File: src/rtl/serial_subtractor_pkg.sv
// Shared definitions for the bit-serial subtractor: FSM state encodings
// and the helper used to size the bit counter.
package serial_subtractor_pkg;

  typedef enum logic [1:0] {
    ST_IDLE  = 2'd0,
    ST_SHIFT = 2'd1,
    ST_DONE  = 2'd2
  } state_t;

  // Ceiling log2, evaluated at elaboration time.
  function automatic int clog2(input int n);
    int r;
    r = 0;
    while ((1 << r) < n) r++;
    return r;
  endfunction

  // Counter width. It never drops below one bit.
  function automatic int cnt_width(input int n);
    return (clog2(n) < 1) ? 1 : clog2(n);
  endfunction

endpackage

File: src/rtl/serial_subtractor_full_subtractor.sv
// Single combinational full-subtractor cell: d = a - b - bin, with a borrow-out.
module full_subtractor (
  input  logic a,
  input  logic b,
  input  logic bin,
  output logic d,
  output logic bout
);

  // Difference bit and borrow generate/propagate.
  always_comb begin
    d    = a ^ b ^ bin;
    bout = (~a & b) | (~(a ^ b) & bin);
  end

endmodule

File: src/rtl/serial_subtractor.sv
// Bit-serial two's-complement subtractor (a - b), LSB first, one bit per
// clock through a single full-subtractor cell and a borrow flop.
// Optional macro SERIAL_SUBTRACTOR_SAT_EN: on signed overflow the
// result is saturated to the largest/smallest signed value.
//
//   state    | meaning
//   ---------+-----------------------------------------------------------
//   ST_IDLE  | waiting for start; operands are captured on acceptance
//   ST_SHIFT | one cell step per cycle, WIDTH cycles in total
//   ST_DONE  | one-cycle done pulse; results were registered on entry
module serial_subtractor
  import serial_subtractor_pkg::*;
#(
  parameter int WIDTH = 4
) (
  input  logic             clk,
  input  logic             rst_n,
  input  logic             start,
  input  logic [WIDTH-1:0] a,
  input  logic [WIDTH-1:0] b,
  output logic             busy,
  output logic             done,
  output logic [WIDTH-1:0] diff,
  output logic             borrow_out,
  output logic             overflow
);

  localparam int CW = cnt_width(WIDTH);

  state_t           r_state;
  state_t           w_next;
  logic [WIDTH-1:0] r_a_sr;
  logic [WIDTH-1:0] r_b_sr;
  logic [WIDTH-1:0] r_d_sr;
  logic             r_borrow;
  logic [CW-1:0]    r_cnt;
  // {a_msb, b_msb}: the shift registers lose these before the overflow check.
  logic [1:0]       r_msb;
  logic             r_busy;
  logic             r_done;
  logic [WIDTH-1:0] r_diff;
  logic             r_bout;
  logic             r_ovf;

  logic             w_d;
  logic             w_bout;
  logic             w_last;
  logic [WIDTH-1:0] w_shift;
  logic             w_ovf;
  logic [WIDTH-1:0] w_result;

  full_subtractor u_cell (
    .a    (r_a_sr[0]),
    .b    (r_b_sr[0]),
    .bin  (r_borrow),
    .d    (w_d),
    .bout (w_bout)
  );

  // Final-step detection, the shifted difference, and the overflow flag.
  // The overflow flag uses the bit being produced right now as the result MSB.
  always_comb begin
    w_last  = (r_cnt == CW'(WIDTH - 1));
    w_shift = (r_d_sr >> 1) | {w_d, {(WIDTH-1){1'b0}}};
    w_ovf   = (r_msb[1] != r_msb[0]) && (w_d != r_msb[1]);
  end

  // Result selection: either wrap the result or saturate it on overflow.
`ifdef SERIAL_SUBTRACTOR_SAT_EN
  always_comb begin
    w_result = w_shift;
    if (w_ovf) begin
      w_result = r_msb[1] ? {1'b1, {(WIDTH-1){1'b0}}}
                          : {1'b0, {(WIDTH-1){1'b1}}};
    end
  end
`else
  always_comb begin
    w_result = w_shift;
  end
`endif

  // Next-state logic.
  always_comb begin
    w_next = r_state;
    case (r_state)
      ST_IDLE:  if (start) w_next = ST_SHIFT;
      ST_SHIFT: if (w_last) w_next = ST_DONE;
      ST_DONE:  w_next = ST_IDLE;
      default:  w_next = ST_IDLE;
    endcase
  end

  // State register.
  always_ff @(posedge clk or negedge rst_n) begin
    if (!rst_n) r_state <= ST_IDLE;
    else        r_state <= w_next;
  end

  // Registered handshake outputs. They track the state being entered.
  always_ff @(posedge clk or negedge rst_n) begin
    if (!rst_n) begin
      r_busy <= 1'b0;
      r_done <= 1'b0;
    end else begin
      r_busy <= (w_next != ST_IDLE);
      r_done <= (w_next == ST_DONE);
    end
  end

  // Operand capture, serial datapath, and the result registers.
  // The result registers change only on the last shift step.
  always_ff @(posedge clk or negedge rst_n) begin
    if (!rst_n) begin
      r_a_sr   <= '0;
      r_b_sr   <= '0;
      r_d_sr   <= '0;
      r_borrow <= 1'b0;
      r_cnt    <= '0;
      r_msb    <= '0;
      r_diff   <= '0;
      r_bout   <= 1'b0;
      r_ovf    <= 1'b0;
    end else begin
      case (r_state)
        ST_IDLE: begin
          if (start) begin
            r_a_sr   <= a;
            r_b_sr   <= b;
            r_d_sr   <= '0;
            r_borrow <= 1'b0;
            r_cnt    <= '0;
            r_msb    <= {a[WIDTH-1], b[WIDTH-1]};
          end
        end
        ST_SHIFT: begin
          r_a_sr   <= r_a_sr >> 1;
          r_b_sr   <= r_b_sr >> 1;
          r_d_sr   <= w_shift;
          r_borrow <= w_bout;
          r_cnt    <= r_cnt + CW'(1);
          if (w_last) begin
            r_diff <= w_result;
            r_bout <= w_bout;
            r_ovf  <= w_ovf;
          end
        end
        default: begin
        end
      endcase
    end
  end

  assign busy       = r_busy;
  assign done       = r_done;
  assign diff       = r_diff;
  assign borrow_out = r_bout;
  assign overflow   = r_ovf;

endmodule

File: config.mk
export PLATFORM = sky130hd
export DESIGN_NAME = serial_subtractor
export DESIGN_NICKNAME = d
export VERILOG_FILES = /design/src/rtl/serial_subtractor_pkg.sv /design/src/rtl/serial_subtractor_full_subtractor.sv /design/src/rtl/serial_subtractor.sv
export SDC_FILE = /design/constraint.sdc
export NUM_CORES = 1
export LEC_CHECK = 0
export ABC_AREA = 1
export ABC_CLOCK_PERIOD_IN_PS = 1680
export CAP_MARGIN = 20
export CORE_UTILIZATION = 50
export CTS_CLUSTER_SIZE = 20
export DETAILED_ROUTE_END_ITERATION = 8
export GPL_TIMING_DRIVEN = 0
export PLACE_DENSITY = 0.76
export SKIP_LAST_GASP = 1
export SLEW_MARGIN = 0
export SYNTH_ARGS = -nofsm -noshare
export SYNTH_HDL_FRONTEND = slang
export SYNTH_SLANG_ARGS = --single-unit
File: constraint.sdc
create_clock -name clk -period 1.68 [get_ports clk]
set_clock_uncertainty 0.1 [all_clocks]
set_input_delay 0.336 -clock clk [delete_from_list [all_inputs] [get_ports clk]]
set_output_delay 0.336 -clock clk [all_outputs]
set_load 0.01 [all_outputs]
**Where the registers sit**

Other sequential cells in the stronger gray, the rest of the logic in the fainter gray.
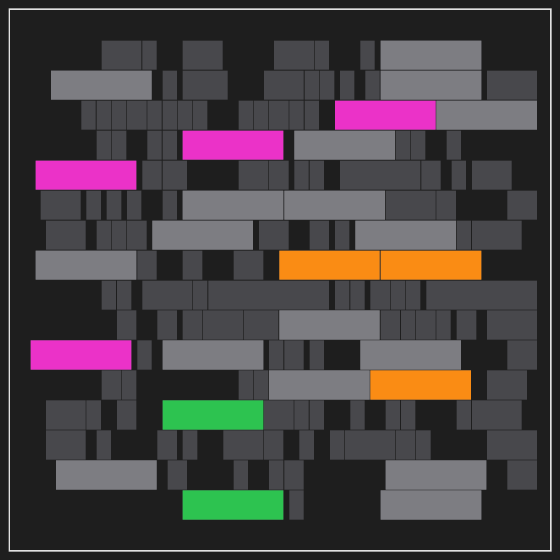
magenta -> `r_a_sr`  # flops 4
green -> `r_msb`  # flops 2
orange -> `r_d_sr`  # flops 3

**Wires at chosen ports, followed through buffers**

Bar = 10 um.
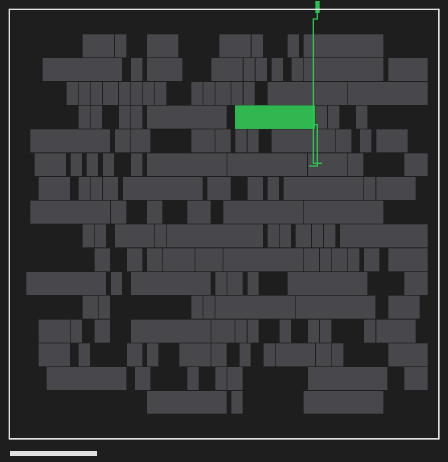
green -> `busy`  # direction output, end cells 1, wire 24.7 um
IO buf count: 18
num ports: 19

==> impl_metrics.env <==
# flow metrics
export IMPL_crit_required_ns=1.24
export IMPL_tightest_slew_ns=0.420
export IMPL_yosysCellCount=125
export IMPL_postRouteAntennaNets=0
export IMPL_grt_pass1_vias=859
export IMPL_aoi_share_pct=7.14
export IMPL_fin_crit_ns=1.65
export IMPL_dp_hpwl_mm=1.47
export IMPL_start_kind="flip-flop"
export IMPL_drc=0
export IMPL_p_sw_mw=0.916
export IMPL_powerDensity_nw_per_um2=1760
export IMPL_clkPwrFrac_pct=16.4
export IMPL_hold_violations=0
export IMPL_finalWirelength_mm=2.04
export IMPL_end_kind="output pin"
export IMPL_cts_root_buf="clkbuf_4"
export IMPL_numCtsBuffers=3
export IMPL_ir_drop_mv=0.875
export IMPL_warnings=27
export IMPL_met1_length_um=921
export IMPL_wl_met2_mm=1.02
export IMPL_reg2reg_slack_ns=0.14
export IMPL_worstSetupPathType="flip-flop to output pin"
export IMPL_ys_area_um2=1100
export IMPL_edf_count=0
export IMPL_fillers=151
export IMPL_synth_main_ff_cell="dfrtp_1"
export IMPL_firstDrtPassIters=4
export IMPL_cp_slowest_cell="clkdlybuf4s50_1"
export IMPL_whs_ns=0.209
export IMPL_fa_ha_area_share_pct=2.95
export IMPL_fin_crit_sh_pct=98.2
export IMPL_r2r_cells=7
export IMPL_gp_congestion=0.741
export IMPL_crit_chain="clkdlybuf4s50_1"
export IMPL_vias=852
export IMPL_async_flop_share_pct=100
export IMPL_p_comb_share_pct=42.8
export IMPL_cts_sinks=26
export IMPL_r2r_start="r_borrow"
export IMPL_top_cell_area_share_pct=59.0
export IMPL_synth_mux_area_fraction_pct=0
export IMPL_dieWidth_um=49.0
export IMPL_nNetsFinal=165
export IMPL_outcome="finished clean"
export IMPL_avgRoutedWirePerCell_um=11.4
export IMPL_yosys_top_cells_count="nand2_1, dfrtp_1, inv_1"
export IMPL_grt_usage_pct=20.0
export IMPL_grt_max_degree=21
export IMPL_cts_max_path_buffers=2
export IMPL_clock_latency_late_pin_ns=0.31
export IMPL_final_max_slew_viol_count=0
export IMPL_path_clk_slew_ns=0.13
export IMPL_postSynthSeqShare_pct=59.0
export IMPL_slew_limit_headroom_pct=71.9
export IMPL_core_um2=2020
export IMPL_vias_per_cell=4.79
export IMPL_synth_area_um2=1100
export IMPL_initCoreUtil_pct=54.6
export IMPL_cp_arrival_ns=1.21
export IMPL_ys_top_logic_family="simple AND/OR/NAND/NOR gates"
export IMPL_yosysWarnings=0
export IMPL_max_cap_violations=0
export IMPL_grt_pass1_wl_mm=3.66
export IMPL_top_layer="met4"
export IMPL_yosysTopAreaCell="dfrtp_1"
export IMPL_p_leak_nw=0.827
export IMPL_die_h_um=49.0
export IMPL_num_antenna_cells=0
export IMPL_synthTopCellsByArea="dfrtp_1, nand2_1, o21ai_0"
export IMPL_rsz0062_at_grt="true"
export IMPL_dr_first_iter_drc_count=24
export IMPL_synth_seq_cells=26
## per-stage QoR
stage                     std cells  utilization [%]  area (um2)  total power [mW]  worst slack [ns]
after CTS                       175             69.1        1400              2.53           0.00858
after global placement          170             65.2        1320              2.05            -0.132
after floorplan                 125                -        1100              1.71             0.302
final                           178             71.1        1440              2.53            0.0303
after detailed placement        171             66.5        1350              2.11            0.0199
after global routing            178             71.1        1440              2.75           -0.0222
## layout by cell type (no fill, tap or decap)
| cell | instances |
|---|---|
| o21ai_2 | 1 |
| clkbuf_4 | 3 |
| buf_16 | 1 |
| nand2_1 | 53 |
| dlymetal6s2s_1 | 7 |
| inv_2 | 1 |
| nand3_1 | 9 |
| bufinv_16 | 1 |
| dfrtp_1 | 26 |
| buf_4 | 4 |
| ha_1 | 1 |
| fa_1 | 1 |
| buf_2 | 2 |
| inv_1 | 12 |
| o21ai_1 | 4 |
| clkdlybuf4s50_1 | 11 |
| nand2_2 | 1 |
| nor2_1 | 1 |
| buf_6 | 1 |
| o21ai_0 | 10 |
| nand3_2 | 1 |
## worst reg2reg max path, delay by kind of cell, from the launching register on
| kind | cells | cell delay, ns |
|---|---|---|
| and+or+nand+nor | 4 | 0.22 |
| DFF | 1 | 0.38 |
| adders and majority gates | 1 | 0.59 |
| buffers and inverters | 2 | 0.16 |
## power by group through the flow
stage | registers [mW] | clock network, mW | logic, mW
floorplan | 1.06 | 0 | 0.648
global placement | 1.03 | 0 | 1.02
detailed placement | 1.04 | 0 | 1.06
CTS | 1.03 | 0.426 | 1.07
global route | 1.06 | 0.451 | 1.24
finish | 1.03 | 0.415 | 1.08
## metal layers
layer  global-route usage [%]  vias up
met5                        0        -
met4                     7.35        0
met3                     2.80        2
met2                     32.6       19
met1                     27.2      392
li1                         -      439
## logic make-up (layout without fill, tap and decap cells)
| family | count (synthesis) | count (layout) |
|---|---|---|
| and+or+nand+nor | 65 | 65 |
| DFF | 26 | 26 |
| buffers and inverters | 17 | 43 |
| AOI/OAI and AO/OA | 15 | 15 |
| adders and majority gates | 2 | 2 |
## area by class of cell
class | count | area [um2] | area share (%)
Sequential cell | 26 | 651 | 45.3
Multi-Input combinational cell | 82 | 375 | 26.1
Timing Repair Buffer | 22 | 248 | 17.2
Inverter | 13 | 48.8 | 3.39
Tap cell | 27 | 33.8 | 2.35
Clock inverter | 1 | 30.0 | 2.09
Buffer | 4 | 28.8 | 2.00
Clock buffer | 3 | 22.5 | 1.57
## flip-flops by register name (all words and copies together), names as in the netlist
signal / flops
busy: 1
borrow_out: 1
r_borrow: 1
r_b_sr: 4
r_state: 2
diff: 4
r_d_sr: 3
r_a_sr: 4
overflow: 1
done: 1
r_cnt: 2
r_msb: 2
## how the worst max path moves through the flow
| stage | end | slack (ns) | depth (start not counted) |
|---|---|---|---|
| floorplan | overflow | 0.30 | 7 |
| global placement | r_b_sr[2] | -0.13 | 1 |
| detailed placement | r_a_sr[3] | 0.02 | 5 |
| CTS | overflow | 0.009 | 1 |
| global route | borrow_out | -0.02 | 1 |
| finish | borrow_out | 0.03 | 1 |
## timing repair
action | 4_1_cts | 5_1_grt
hold buffers | 0 | 0
setup buffers | 0 | 3
endpoints found under the setup margin | 0 | 8
resized | 0 | 7
Power figures rest on the tool's default switching activity, not on a simulated workload.
